### Clock distribution

The bar under the picture is 20 µm long.
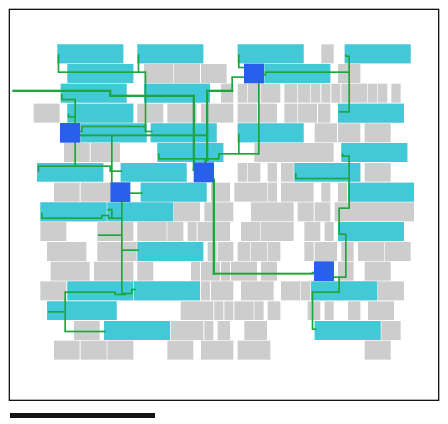
### Routed metal, one color a layer

The bar under the picture is 20 µm long.
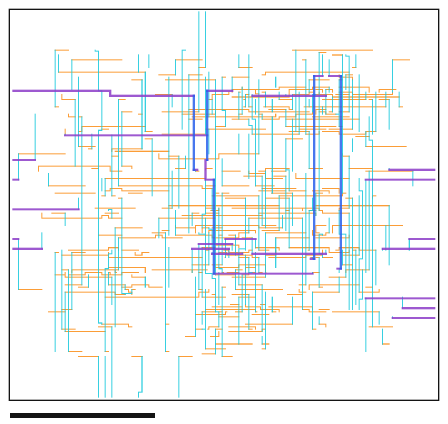
### Clock routing

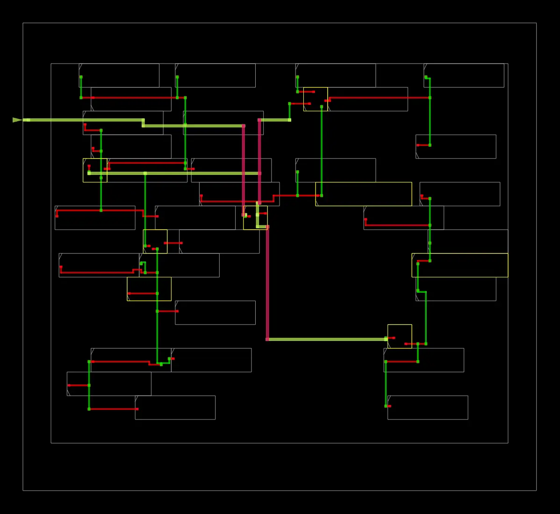
[src/rtl/keypad_pkg.sv]
// Shared types and constants for the keypad column scanner.
// Optional build macro: KEYPAD_MULTI_ROW_REJECT_EN (see keypad_col_scanner.sv).
package keypad_pkg;

    typedef enum logic [1:0] {
        SETTLE,
        SAMPLE,
        LOCK
    } scan_state_t;

    localparam logic [3:0] COLS_RESET = 4'b0001;

    // Hex value of each key, indexed {row, col}
    localparam logic [3:0] KEY_MAP [16] = '{
        4'h1, 4'h2, 4'h3, 4'hA,
        4'h4, 4'h5, 4'h6, 4'hB,
        4'h7, 4'h8, 4'h9, 4'hC,
        4'hE, 4'h0, 4'hF, 4'hD
    };

    function automatic logic [1:0] lowest_row(input logic [3:0] r);
        logic [1:0] idx;
        idx = 2'd0;
        for (int i = 3; i >= 0; i--) begin
            if (r[i]) idx = 2'(i);
        end
        return idx;
    endfunction

    function automatic logic [1:0] col_index(input logic [3:0] c);
        logic [1:0] idx;
        idx = 2'd0;
        for (int i = 0; i < 4; i++) begin
            if (c[i]) idx = 2'(i);
        end
        return idx;
    endfunction

    function automatic logic multi_bit(input logic [3:0] v);
        return (v & (v - 4'd1)) != 4'd0;
    endfunction

endpackage

[src/rtl/keypad_col_scanner_if.sv]
// Keypad-side and debouncer-side signals of the column scanner.
// Optional build macro: none.
interface keypad_col_scanner_if;

    logic [3:0] rows;
    logic       hold;
    logic [3:0] cols;
    logic [3:0] q_row_keys;
    logic [3:0] hex_code;
    logic       key_valid;

    modport master (
        input  rows,
        input  hold,
        output cols,
        output q_row_keys,
        output hex_code,
        output key_valid
    );

    modport slave (
        output rows,
        output hold,
        input  cols,
        input  q_row_keys,
        input  hex_code,
        input  key_valid
    );

endinterface

[src/rtl/keypad_col_scanner_sync_2ff.sv]
// Parameterized-width two-flop synchronizer for asynchronous inputs.
// Optional build macro: none.
module sync_2ff #(
    parameter int WIDTH = 1
) (
    input  logic             clk,
    input  logic             reset,
    input  logic [WIDTH-1:0] d,
    output logic [WIDTH-1:0] q
);

    logic [WIDTH-1:0] meta;

    always_ff @(posedge clk or negedge reset) begin
        if (!reset) begin
            meta <= '0;
            q    <= '0;
        end else begin
            meta <= d;
            q    <= meta;
        end
    end

endmodule

[src/rtl/keypad_col_scanner.sv]
// Keypad column scanner: walks a one-hot column drive and locks on a pressed key.
// Optional build macro: KEYPAD_MULTI_ROW_REJECT_EN treats multi-row samples as no key.
module keypad_col_scanner
    import keypad_pkg::*;
#(
    parameter int SETTLE_CYCLES = 100
) (
    input logic                  clk,
    input logic                  reset,
    keypad_col_scanner_if.master kp
);

    localparam int CNT_W = $clog2(SETTLE_CYCLES);
    localparam logic [CNT_W-1:0] CNT_LAST = CNT_W'(SETTLE_CYCLES - 1);

    scan_state_t      state;
    logic [CNT_W-1:0] counter;
    logic [3:0]       row_sync;
    logic [3:0]       cols_q;
    logic [3:0]       q_row_q;
    logic [3:0]       hex_q;
    logic             valid_q;
    logic             row_hit;

    sync_2ff #(.WIDTH(4)) u_row_sync (
        .clk   (clk),
        .reset (reset),
        .d     (kp.rows),
        .q     (row_sync)
    );

    // Decides whether a sampled row vector counts as a key press
    always_comb begin
        row_hit = 1'b0;
`ifdef KEYPAD_MULTI_ROW_REJECT_EN
        row_hit = (row_sync != 4'd0) && !multi_bit(row_sync);
`else
        row_hit = (row_sync != 4'd0);
`endif
    end

    always_ff @(posedge clk or negedge reset) begin
        if (!reset) begin
            state   <= SETTLE;
            counter <= '0;
            cols_q  <= COLS_RESET;
            q_row_q <= 4'd0;
            hex_q   <= 4'd0;
            valid_q <= 1'b0;
        end else begin
            case (state)
                SETTLE: begin
                    if (counter == CNT_LAST) begin
                        counter <= '0;
                        state   <= SAMPLE;
                    end else begin
                        counter <= counter + 1'b1;
                    end
                end
                SAMPLE: begin
                    q_row_q <= row_sync;
                    if (row_hit) begin
                        hex_q   <= KEY_MAP[{lowest_row(row_sync), col_index(cols_q)}];
                        valid_q <= 1'b1;
                        state   <= LOCK;
                    end else begin
                        cols_q <= {cols_q[2:0], cols_q[3]};
                        state  <= SETTLE;
                    end
                end
                LOCK: begin
                    // hold keeps the column even once the rows have gone quiet
                    if (row_sync == 4'd0 && !kp.hold) begin
                        valid_q <= 1'b0;
                        q_row_q <= 4'd0;
                        cols_q  <= {cols_q[2:0], cols_q[3]};
                        state   <= SETTLE;
                    end else begin
                        q_row_q <= row_sync;
                    end
                end
                default: begin
                    state <= SETTLE;
                end
            endcase
        end
    end

    assign kp.cols       = cols_q;
    assign kp.q_row_keys = q_row_q;
    assign kp.hex_code   = hex_q;
    assign kp.key_valid  = valid_q;

endmodule

[src/flat_wrapper.sv]
// flat-port wrapper written by rule: the top's interface ports become plain ports
module keypad_col_scanner_flat import keypad_pkg::*;
#(
    parameter int SETTLE_CYCLES = 100
)
  (clk, reset, kp_rows, kp_hold, kp_cols, kp_q_row_keys, kp_hex_code, kp_key_valid);
  keypad_col_scanner_if kp_i ();
  input logic clk;
  input logic reset;
  input wire logic [$bits(kp_i.rows)-1:0] kp_rows;
  input wire logic [$bits(kp_i.hold)-1:0] kp_hold;
  output wire logic [$bits(kp_i.cols)-1:0] kp_cols;
  output wire logic [$bits(kp_i.q_row_keys)-1:0] kp_q_row_keys;
  output wire logic [$bits(kp_i.hex_code)-1:0] kp_hex_code;
  output wire logic [$bits(kp_i.key_valid)-1:0] kp_key_valid;
  assign kp_i.rows = kp_rows;
  assign kp_i.hold = kp_hold;
  assign kp_cols = kp_i.cols;
  assign kp_q_row_keys = kp_i.q_row_keys;
  assign kp_hex_code = kp_i.hex_code;
  assign kp_key_valid = kp_i.key_valid;
  keypad_col_scanner #(.SETTLE_CYCLES(SETTLE_CYCLES)) u_core (.clk(clk), .reset(reset), .kp(kp_i));
endmodule
[config.mk]
export PLATFORM = sky130hd
export DESIGN_NAME = keypad_col_scanner_flat
export DESIGN_NICKNAME = d
export VERILOG_FILES = /design/src/rtl/keypad_pkg.sv /design/src/rtl/keypad_col_scanner_if.sv /design/src/rtl/keypad_col_scanner_sync_2ff.sv /design/src/rtl/keypad_col_scanner.sv /design/src/flat_wrapper.sv
export SDC_FILE = /design/constraint.sdc
export NUM_CORES = 1
export LEC_CHECK = 0
export CAP_MARGIN = 20
export CORE_ASPECT_RATIO = 0.9
export CORE_MARGIN = 3
export CORE_UTILIZATION = 57
export CTS_CLUSTER_DIAMETER = 150
export DETAILED_ROUTE_END_ITERATION = 16
export HOLD_SLACK_MARGIN = 0.1
export PLACE_DENSITY_LB_ADDON = 0.1
export SLEW_MARGIN = 20
export SYNTH_ARGS = -nofsm -noshare
export SYNTH_HDL_FRONTEND = slang
export SYNTH_SLANG_ARGS = --single-unit
[constraint.sdc]
create_clock -name clk -period 5.4 [get_ports clk]
set_clock_uncertainty 0.05 [all_clocks]
set_input_delay 1.35 -clock clk [delete_from_list [all_inputs] [get_ports clk]]
set_output_delay 1.35 -clock clk [all_outputs]
set_load 0.01 [all_outputs]
==> run notes <==
flow finished, numbers: Reg area 752 µm², Ys Warns 0, Chip Width 58.9 µm, Logic cell area 636 µm², reg-to-reg slack, setup 3350 ps, most frequent logic cell in the layout dfrtp_1, clk sink count 30, final routed DRC violation total 0, GR Util met1 0.220, most numerous logic cells after layout 29 x dfrtp_1, 19 x clkdlybuf4s50_1, 9 x inv_1, 9 x nor2_1, 9 x ha_1, met3 WL 170 µm, RSZ-0062 raised after global routing false, Largest cells by area dfrtp_1 51%, ha_1 7.8%, mux2_4 4.2%, mux2_2 3.9%, o31ai_1 3.1%, # setup viols final 0, Longest Clk Path Bufs 2, Design Area, Final 0.00176 mm², Post-CTS Setup Inserts 0, Hold Crit Class register to register, met2 usage in global routing 0.318, status complete, no violations, WP buf/inv 1, WS Path Type register to output pin, worst-path cell chain clkdlybuf4s50_1, aoi share 0.144, H-tree levels 2, top sig layer met4, Core Region 0.00228 mm², row count 16, hold path startpoint u_core.u_row_sync.meta[2]$_DFF_PN0_, fin crit period 2820 ps, placed instance area 0.00165 mm², max cap viols 0, Antenna diodes 0, Tot GR Track Use 0.195, grt ovf 0, share of the synthesized area in the top cell type 0.505, WL per Instance 14.6 µm, synth unique cells 34, CP delay by family, top flip-flops, worst reg2reg startpoint u_core.u_row_sync.q[2]$_DFF_PN0_, Tot Pwr 0.852 mW, VDD IR max 426 µV, FILL cells 158, yosys cell count 124, vias in the first global route 994, r2r worst-path depth 4, pre-CTS WS 2550 ps, tool warnings 32, Area Growth Syn to Fin 22.8%, worst setup margin 2580 ps, floorplan core density 0.629, ys flops 30, fin nets 165, Buffers on Ports 19, GP Congestion 0.952, GR peak layer met2, Slew Viols, Final 0, Main logic family AND-OR/OR-AND gates, Final TNS setup 0 ps, DIE AREA 0.00316 mm², post-synthesis cell count 124
About 'Clock distribution':
[blue] cells driving clock nets | count: 5
[cyan] flip-flops | count: 30
[green] clock wires | length: 332 µm
flops lie: widely spread
routed clock nets: 6

About 'Routed metal, one color a layer':
[cyan] met2 | wire length: 1,230 µm
[orange] met1 | wire length: 1,100 µm
[purple] met3 | wire length: 171 µm
[blue] met4 | wire length: 84.3 µm

About 'Clock routing':
Clock group: 0.233 mW
CTS Buf Count: 5
FF+latch count: 30
Late-Pin Clk Latency: 320 ps
Clock buffer cells: 6

[state kept, by name, indices dropped and copies added, names as in the netlist]
signal	cells
u_core.counter	7
u_core.kp.cols	4
u_core.kp.hex_code	4
u_core.kp.q_row_keys	4
u_core.u_row_sync.meta	4
u_core.u_row_sync.q	4
u_core.state	2
u_core.kp.key_valid	1
[final cells by class]
cell class / count / share of cell area
clock buffer: 6 / 0.0291
clock inverter: 2 / 0.0340
inverter: 9 / 0.0191
multi-input combinational: 83 / 0.360
sequential: 30 / 0.426
tap: 27 / 0.0191
timing repair buffer: 20 / 0.112
[report_power, final]
group          internal [mW]  switching, mW  total, mW  leakage, nW
logic                  0.147          0.141      0.288        0.363
registers              0.285         0.0467      0.331        0.369
clock network          0.157         0.0762      0.233       0.0585
total                  0.588          0.264      0.852        0.790
Power figures rest on the tool's default switching activity, not on a simulated workload.
